**config.mk**
```make
export PLATFORM = sky130hd
export DESIGN_NAME = inst_fetch_queue
export DESIGN_NICKNAME = d
export VERILOG_FILES = /design/src/rtl/inst_fetch_queue.sv
export SDC_FILE = /design/constraint.sdc
export NUM_CORES = 1
export LEC_CHECK = 0
export CAP_MARGIN = 0
export CORE_AREA = 8 8 219 305
export DETAILED_ROUTE_END_ITERATION = 10
export DIE_AREA = 0 0 227 313
export GPL_TIMING_DRIVEN = 0
export PLACE_DENSITY_LB_ADDON = 0.12
export SETUP_SLACK_MARGIN = 0.3
export SLEW_MARGIN = 20
export SYNTH_ARGS = -nofsm -noshare
export SYNTH_HDL_FRONTEND = slang
export SYNTH_SLANG_ARGS = --single-unit
export TNS_END_PERCENT = 50
```
**constraint.sdc**
```tcl
create_clock -name clk -period 3.82 [get_ports clk]
set_input_delay 0.382 -clock clk [delete_from_list [all_inputs] [get_ports clk]]
set_output_delay 0.382 -clock clk [all_outputs]
set_load 0.05 [all_outputs]
```
**src/rtl/inst_fetch_queue.sv**
```systemverilog
// Instruction fetch unit: one-outstanding-request fetch FSM feeding a circular
// instruction queue, with branch redirect flush and stale-response dropping.
module inst_fetch_queue #(
  parameter logic [63:0] RESET_PC = 64'd0,
  parameter int          DEPTH    = 4
) (
  input  logic        clk,
  input  logic        reset,
  input  logic        redirect_valid,
  input  logic [63:0] redirect_pc,
  output logic        imem_req,
  output logic [63:0] imem_addr,
  input  logic        imem_ack,
  input  logic [31:0] imem_rdata,
  output logic        inst_valid,
  input  logic        inst_ready,
  output logic [31:0] Instruction,
  output logic [63:0] PC_Out
);

  localparam int AW = (DEPTH > 1) ? $clog2(DEPTH) : 1;
  localparam int CW = $clog2(DEPTH + 1);

  typedef enum logic [1:0] {
    S_IDLE = 2'd0,
    S_WAIT = 2'd1,
    S_DROP = 2'd2
  } state_t;

  state_t          state_r;
  state_t          state_s;
  logic [63:0]     fetch_pc_r;
  logic [63:0]     req_addr_r;
  logic [AW-1:0]   wr_ptr_r;
  logic [AW-1:0]   rd_ptr_r;
  logic [CW-1:0]   count_r;
  logic [63:0]     pc_mem_r   [DEPTH];
  logic [31:0]     inst_mem_r [DEPTH];

  logic            pop_s;
  logic            space_s;
  logic            req_s;
  logic            push_s;
  logic [63:0]     addr_s;

  // Queue handshake and free-slot test; a same-cycle pop frees a slot.
  always_comb begin
    pop_s   = (count_r != {CW{1'b0}}) && inst_ready;
    space_s = (count_r < CW'(DEPTH)) || pop_s;
  end

  // FSM state register.
  always_ff @(posedge clk or negedge reset) begin
    if (!reset) begin
      state_r <= S_IDLE;
    end else begin
      state_r <= state_s;
    end
  end

  // FSM next-state logic.
  always_comb begin
    state_s = state_r;
    case (state_r)
      S_IDLE: begin
        if (req_s && !imem_ack) begin
          // An issued request left unanswered by a redirect becomes stale.
          state_s = redirect_valid ? S_DROP : S_WAIT;
        end else begin
          state_s = S_IDLE;
        end
      end
      S_WAIT: begin
        if (imem_ack) begin
          state_s = S_IDLE;
        end else if (redirect_valid) begin
          state_s = S_DROP;
        end else begin
          state_s = S_WAIT;
        end
      end
      S_DROP: begin
        if (imem_ack) begin
          state_s = S_IDLE;
        end else begin
          state_s = S_DROP;
        end
      end
      default: state_s = S_IDLE;
    endcase
  end

  // FSM outputs: request strobe, address and push qualification.
  always_comb begin
    req_s  = 1'b0;
    addr_s = fetch_pc_r;
    case (state_r)
      S_IDLE: begin
        req_s  = space_s;
        addr_s = fetch_pc_r;
      end
      S_WAIT, S_DROP: begin
        req_s  = 1'b1;
        addr_s = req_addr_r;
      end
      default: begin
        req_s  = 1'b0;
        addr_s = fetch_pc_r;
      end
    endcase
    push_s    = req_s && imem_ack && !redirect_valid && (state_r != S_DROP);
    imem_req  = reset && req_s;
    imem_addr = addr_s;
  end

  // Fetch PC and latched request address.
  always_ff @(posedge clk or negedge reset) begin
    if (!reset) begin
      fetch_pc_r <= RESET_PC;
      req_addr_r <= RESET_PC;
    end else begin
      if (redirect_valid) begin
        fetch_pc_r <= redirect_pc;
      end else if (push_s) begin
        fetch_pc_r <= fetch_pc_r + 64'd4;
      end else begin
        fetch_pc_r <= fetch_pc_r;
      end
      if (state_r == S_IDLE) begin
        req_addr_r <= fetch_pc_r;
      end else begin
        req_addr_r <= req_addr_r;
      end
    end
  end

  // Circular queue storage, pointers and occupancy; redirect flushes all.
  always_ff @(posedge clk or negedge reset) begin
    if (!reset) begin
      wr_ptr_r <= {AW{1'b0}};
      rd_ptr_r <= {AW{1'b0}};
      count_r  <= {CW{1'b0}};
      for (int i = 0; i < DEPTH; i++) begin
        pc_mem_r[i]   <= 64'd0;
        inst_mem_r[i] <= 32'd0;
      end
    end else if (redirect_valid) begin
      wr_ptr_r <= {AW{1'b0}};
      rd_ptr_r <= {AW{1'b0}};
      count_r  <= {CW{1'b0}};
    end else begin
      if (push_s) begin
        pc_mem_r[wr_ptr_r]   <= fetch_pc_r;
        inst_mem_r[wr_ptr_r] <= imem_rdata;
        wr_ptr_r             <= wr_ptr_r + AW'(1);
      end
      if (pop_s) begin
        rd_ptr_r <= rd_ptr_r + AW'(1);
      end
      if (push_s && !pop_s) begin
        count_r <= count_r + CW'(1);
      end else if (pop_s && !push_s) begin
        count_r <= count_r - CW'(1);
      end else begin
        count_r <= count_r;
      end
    end
  end

  // Head presentation, forced to zero while the queue is empty.
  always_comb begin
    inst_valid = (count_r != {CW{1'b0}});
    if (inst_valid) begin
      Instruction = inst_mem_r[rd_ptr_r];
      PC_Out      = pc_mem_r[rd_ptr_r];
    end else begin
      Instruction = 32'd0;
      PC_Out      = 64'd0;
    end
  end

endmodule
```
**Run 1: I/O pins on the die edge**

Scale: 1 px per µm. Pins as bars across the die edge, other pins in gray.
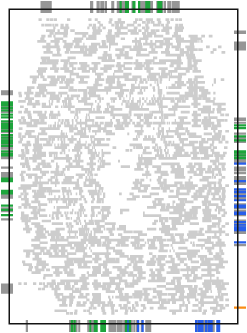
[`redirect_pc`] green | pins: 64 | direction: input | edge: 31 left, 13 top, 12 bottom, 8 right
[`Instruction`] blue | pins: 32 | direction: output | edge: 16 right, 16 bottom
[`reset`] orange | pins: 1 | direction: input | edge: right
all pins by edge: 70 bottom, 69 right, 66 left, 58 top
die boundary width: 227 µm
number of input and output port buffers inserted: 261
die height: 313 µm

**Run 1: wiring by layer**

Scale: 1 px per µm. Only two layers are drawn.
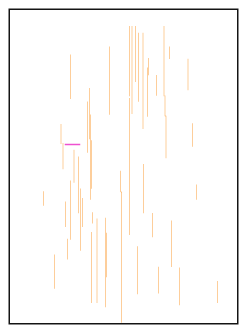
[M5] magenta | wire length: 13.8 µm
[M4] orange | wire length: 2250 µm
total wire length: 70.5 mm
routed len/inst: 23.5 µm
global-route usage over all layers: 19.9%

**Run 1: M4 wires**

Scale: 1 px per µm.
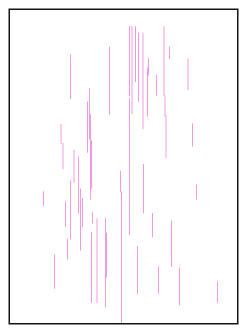
main direction: vertical
longest straight run: 137 µm
nets with wire on the layer: 29
Vias: 16000

**Run 1: clock nets**

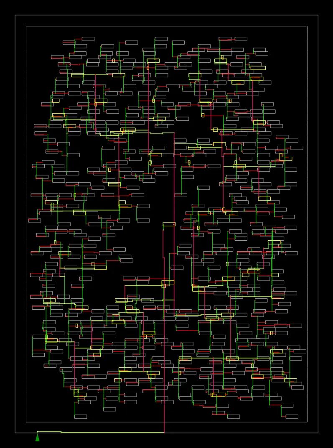
seq_cells: 521
layout clock buffer count: 81
setup clock skew after layout: 0.0224 ns

==> impl_report.txt, run 1 <==
PHYSICAL IMPLEMENTATION REPORT
----------------------------------------------------
[Status]
  Result of the run ........................ completed

[Place]
  Worst setup timing slack at the placement stage ........................ -0.542 ns
  RD Place Congestion ........................ 0.813
  Estimated wirelength of the detail-placed design ........................ 50.3 mm

[Timing]
  Final hold violation count ........................ 0
  Total negative slack for setup checks ........................ 0 ns
  Smallest setup slack after layout ........................ 0.284 ns

[Detailed routing]
  Drt pass-1 iters ........................ 5
  Detailed route wirelength on metal3 ........................ 2.96 mm

[Synth]
  Sequential share of the synthesized area ........................ 52.9%
  Total cells reported by yosys after synthesis ........................ 1800
  Mean instance size in the synthesized netlist ........................ 13.7 µm²

[Pwr]
  Total power ........................ 27000 µW
  Power per cell area ........................ 892 nW/µm²
  VDD IR-drop max ........................ 0.489 mV

[Clock network]
  Clock tree from TritonCTS ........................ yes
  Number of buffers on the longest clock path ........................ 3
  Worst-path clk slew ........................ 0.06 ns

[Flow run]
  Tally of OpenROAD warnings ........................ 34
  Maxcap violations ........................ 0

[Global route]
  Met2 usage in global routing ........................ 33.8%

[Setup path]
  Kind of launch point of the worst setup path ........................ flop
  Arrival time of data at the critical path endpoint ........................ 4.04 ns
  Start-to-end type of the worst setup path ........................ reg -> reg

[Layout]
  Top logic cells by instance count in the layout ........................ 521 x sky130_fd_sc_hd__dfrtp_1, 508 x sky130_fd_sc_hd__mux2_2, 156 x sky130_fd_sc_hd__clkdlybuf4s50_1, 103 x sky130_fd_sc_hd__dlygate4sd2_1, 97 x sky130_fd_sc_hd__and2_1

[Die]
  Number of I/O pins ........................ 263

----------------------------------------------------
## run 1: layout make-up
type | instances | area, µm²
flip-flops and latches | 521 | 13000
clock buffers | 81 | 1550
well taps | 832 | 1040
plain buffers | 166 | 821
multi-input cells | 1100 | 10900
clock inverters | 14 | 105
repair buffers | 272 | 2740
diodes | 3 | 7.51
fillers | 5777 | 32200
inverters | 13 | 48.8
## run 1: worst paths after layout
| path | endpoint | cells past startpoint |
|---|---|---|
| setup / recovery | fetch_pc_r[36] | 9 |
| hold / removal | fetch_pc_r[55] | 3 |
| setup reg to reg | fetch_pc_r[36] | 9 |
| hold reg to reg | inst_mem_r[48] | 1 |
| max in group asynchronous | pc_mem_r[176] | 5 |
| min in group asynchronous | inst_mem_r[115] | 3 |
## run 1: synth_stat cells, types with 2 or more instances
library cell	number	share of area, %
sky130_fd_sc_hd__o21ai_0	53	1.1
sky130_fd_sc_hd__o31ai_1	11	0.34
sky130_fd_sc_hd__nand3_1	27	0.55
sky130_fd_sc_hd__inv_1	12	0.18
sky130_fd_sc_hd__nor3_1	7	0.14
sky130_fd_sc_hd__xnor2_1	25	0.89
sky130_fd_sc_hd__a31oi_1	28	0.71
sky130_fd_sc_hd__ha_1	9	0.46
sky130_fd_sc_hd__or3_1	19	0.48
sky130_fd_sc_hd__nor2_1	45	0.69
sky130_fd_sc_hd__buf_1	31	0.47
sky130_fd_sc_hd__nand2_1	63	0.96
sky130_fd_sc_hd__clkbuf_1	94	1.4
sky130_fd_sc_hd__nor4_1	16	0.41
sky130_fd_sc_hd__o31a_1	4	0.14
sky130_fd_sc_hd__nand4b_1	2	0.071
sky130_fd_sc_hd__nor4b_1	3	0.11
sky130_fd_sc_hd__xor2_1	10	0.36
sky130_fd_sc_hd__or4_1	11	0.34
sky130_fd_sc_hd__nand2b_1	2	0.051
sky130_fd_sc_hd__nand4_1	27	0.69
sky130_fd_sc_hd__and4_1	7	0.25
sky130_fd_sc_hd__buf_2	37	0.75
sky130_fd_sc_hd__and3_1	11	0.28
sky130_fd_sc_hd__dfrtp_1	521	53
sky130_fd_sc_hd__mux4_2	96	8.8
sky130_fd_sc_hd__and2_1	97	2.5
sky130_fd_sc_hd__clkbuf_2	2	0.041
sky130_fd_sc_hd__a21oi_1	4	0.081
sky130_fd_sc_hd__mux2_2	508	23
## run 1: what timing repair did
item	in CTS	in global routing
hold buffers	5	0
gates resized	183	18
endpoints found under the setup margin	567	159
endpoints found under the hold margin	35	0
## run 1: logic make-up after synthesis
logic type               synth area share [%]
buffers and inverters                    2.97
flip-flops                               52.9
XOR/XNOR                                 1.24
adder cells (fa/ha/maj)                 0.538
AND-OR/OR-AND                            2.52
AND/OR/NAND/NOR                          7.78
multiplexers                             32.0
## run 1: state kept, by name, indices dropped and copies added (netlist names)
signal      count
fetch_pc_r     64
rd_ptr_r        2
count_r         3
pc_mem_r      256
wr_ptr_r        2
inst_mem_r    128
req_addr_r     64
state_r         2
## run 1: report_power, final
| part | switching, µW | internal, µW |
|---|---|---|
| logic | 7780 | 5550 |
| registers | 983 | 7620 |
| clock network | 2190 | 2860 |
--- run 2 (diff from run 1) ---
--- a/config.mk
+++ b/config.mk
@@ -6,9 +6,9 @@
 export NUM_CORES = 1
 export LEC_CHECK = 0
 export CAP_MARGIN = 0
-export CORE_AREA = 8 8 219 305
+export CORE_AREA = 2 2 213 299
 export DETAILED_ROUTE_END_ITERATION = 10
-export DIE_AREA = 0 0 227 313
+export DIE_AREA = 0 0 215 301
 export GPL_TIMING_DRIVEN = 0
 export PLACE_DENSITY_LB_ADDON = 0.12
 export SETUP_SLACK_MARGIN = 0.3
==> run 2 against run 1 <==
Net effect:
- register-to-register slack hardly changed
- combinational power hardly changed
- routed wire length is 1.7% lower
- total power is 1.0% higher
- cell count is 0.23% lower
- largest power group unchanged
- critical path type unchanged
- flip-flop count stayed put
- global-route usage is 1.7 points higher
- design area is 0.33% higher
- clock power is 6.3% higher
==> impl_report.txt, run 2 <==
PHYSICAL IMPLEMENTATION REPORT
----------------------------------------------------
[Timing]
  Total negative slack for setup checks ........................ 0 ns (unchanged)
  Final clock period utilization by the worst path ........................ 92.9% (was 92.6%)
  Smallest setup slack after layout ........................ 0.272 ns (was 0.284 ns)
  Setup clock skew after layout ........................ 0.0164 ns (was 0.0224 ns)
  Setup repair after global routing missed its margin ........................ true (unchanged)

[Layout]
  Layout fillers ........................ 5644 (was 5777)
  Flip-flop count of the largest register after layout ........................ 256 (unchanged)
  Area occupied by registers ........................ 13000 µm² (unchanged)
  Top logic cells by instance count in the layout ........................ 521 x sky130_fd_sc_hd__dfrtp_1, 508 x sky130_fd_sc_hd__mux2_2, 156 x sky130_fd_sc_hd__clkdlybuf4s50_1, 101 x sky130_fd_sc_hd__dlygate4sd2_1, 97 x sky130_fd_sc_hd__and2_1 (was 521 x sky130_fd_sc_hd__dfrtp_1, 508 x sky130_fd_sc_hd__mux2_2, 156 x sky130_fd_sc_hd__clkdlybuf4s50_1, 103 x sky130_fd_sc_hd__dlygate4sd2_1, 97 x sky130_fd_sc_hd__and2_1)

[Place]
  RD Place Congestion ........................ 0.807 (was 0.813)
  Number of input and output port buffers inserted ........................ 261 (unchanged)
  Worst setup timing slack at the placement stage ........................ -0.430 ns (was -0.542 ns)
  Estimated wirelength of the detail-placed design ........................ 48.6 mm (was 50.3 mm)

[Die]
  Number of I/O pins ........................ 263 (unchanged)
  Die boundary width ........................ 215 µm (was 227 µm)

[Setup path]
  Arrival time of data at the critical path endpoint ........................ 4.07 ns (was 4.04 ns)
  Start-to-end type of the worst setup path ........................ reg -> reg (unchanged)

[Synth]
  Cell types occupying the most area after synthesis ........................ sky130_fd_sc_hd__dfrtp_1 53%, sky130_fd_sc_hd__mux2_2 23%, sky130_fd_sc_hd__mux4_2 8.8% (unchanged)
  Largest area contributor in the netlist ........................ sky130_fd_sc_hd__dfrtp_1 (unchanged)
  Sequential share of the synthesized area ........................ 52.9% (unchanged)
  Post-synthesis cell type with the largest instance count ........................ sky130_fd_sc_hd__dfrtp_1 (unchanged)
  Post-synth top area share ........................ 52.9% (unchanged)
  Mean instance size in the synthesized netlist ........................ 13.7 µm² (unchanged)
  Total cells reported by yosys after synthesis ........................ 1800 (unchanged)
  Most frequent cells after synthesis ........................ 521 x sky130_fd_sc_hd__dfrtp_1, 508 x sky130_fd_sc_hd__mux2_2, 97 x sky130_fd_sc_hd__and2_1, 96 x sky130_fd_sc_hd__mux4_2, 94 x sky130_fd_sc_hd__clkbuf_1 (unchanged)

[Pwr]
  VDD IR-drop max ........................ 0.506 mV (was 0.489 mV)
  Power per cell area ........................ 898 nW/µm² (was 892 nW/µm²)

[Flow run]
  Tally of OpenROAD warnings ........................ 34 (unchanged)
  Maxcap violations ........................ 0 (unchanged)

[Status]
  Result of the run ........................ completed (unchanged)

[Clock network]
  Number of buffers on the longest clock path ........................ 3 (unchanged)
  Worst-path clk slew ........................ 0.06 ns (about the same)

[Detailed routing]
  Drt pass-1 iters ........................ 5 (unchanged)
  Detailed route wirelength on metal3 ........................ 2.65 mm (was 2.96 mm)

----------------------------------------------------
[run 2: tightest hold or removal path: stages]
cell and delay [ns]:
sky130_fd_sc_hd__clkdlybuf4s50_1 0.41, sky130_fd_sc_hd__nand2_1 0.06, sky130_fd_sc_hd__o21ai_0 0.07
[run 2: final timing paths]
check | from | endpoint | slack [ns] | depth (start not counted)
max in group asynchronous | reset | req_addr_r[44] | 2.11 | 5
max reg2reg | state_r[1] | count_r[2] | 0.27 | 12
min | redirect_pc[17] | fetch_pc_r[17] | 0.37 | 3
min reg2reg | pc_mem_r[125] | pc_mem_r[125] | 0.50 | 1
min in group asynchronous | reset | inst_mem_r[108] | 0.46 | 3
max | state_r[1] | count_r[2] | 0.27 | 12
[run 2: cell families (layout without fill, tap and decap cells)]
logic type	count (synthesis)	in the layout	share of synthesized area, %
AND-OR/OR-AND	105	105	2.52
XOR/XNOR	35	35	1.24
adder cells (fa/ha/maj)	10	10	0.538
buffers and inverters	179	549	2.97
flip-flops	521	521	52.9
multiplexers	605	605	32.0
AND/OR/NAND/NOR	345	345	7.78
[run 2: layout make-up]
type / instances / area share [%]
Sequential cell: 521 / 43.0
Multi-Input combinational cell: 1100 / 35.9
Tap cell: 825 / 3.40
Inverter: 13 / 0.161
Clock buffer: 85 / 5.57
Clock inverter: 13 / 0.400
Buffer: 166 / 2.57
Timing Repair Buffer: 272 / 9.06
[run 2: layer usage]
layer / global-route usage (%) / vias up
met5: 0 / -
met4: 8.77 / 4
met1: 27.1 / 8286
li1: - / 7183
met2: 37.5 / 348
met3: 3.27 / 123
[run 2: repair_timing]
item	4_1_cts	5_1_grt
endpoints found under the hold margin	39	0
hold buffers	5	0
cloned	0	0
setup endpoints to repair	552	379
gates resized	182	13
[run 2: through the flow]
step | hold slack (ns) | area [µm²]
finish | 0.369 | 30300
global route | 0.370 | 30300
floorplan | 0.0864 | 24600
detailed placement | 0.297 | 28500
CTS | 0.336 | 30300
global placement | 0.481 | 28300
[run 2: power by group]
group / internal (µW) / total (µW) / switching [µW] / leakage, µW
sequential: 7620 / 8600 / 986 / 0.00655
clock: 3150 / 5370 / 2220 / 0.000902
combinational: 5520 / 13300 / 7770 / 0.00572
total: 16300 / 27300 / 11000 / 0.0132
**Run 2: wiring by layer**

Scale: 1 px per µm. Only two layers are drawn.
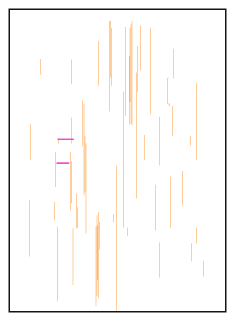
[M5] magenta | wire length: 25.8 µm
[M4] orange | wire length: 2860 µm
global-route usage over all layers: 21.6%
total wire length: 69.4 mm
routed len/inst: 23.2 µm

**Run 2: M4 wires**

Scale: 1 px per µm.
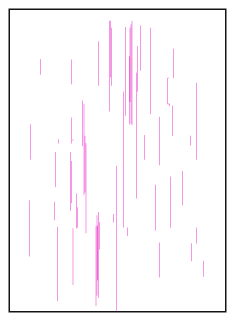
share of all routed wire: 4.1%
main direction: vertical
nets with wire on the layer: 33
Vias: 15900

Power figures rest on the tool's default switching activity, not on a simulated workload.
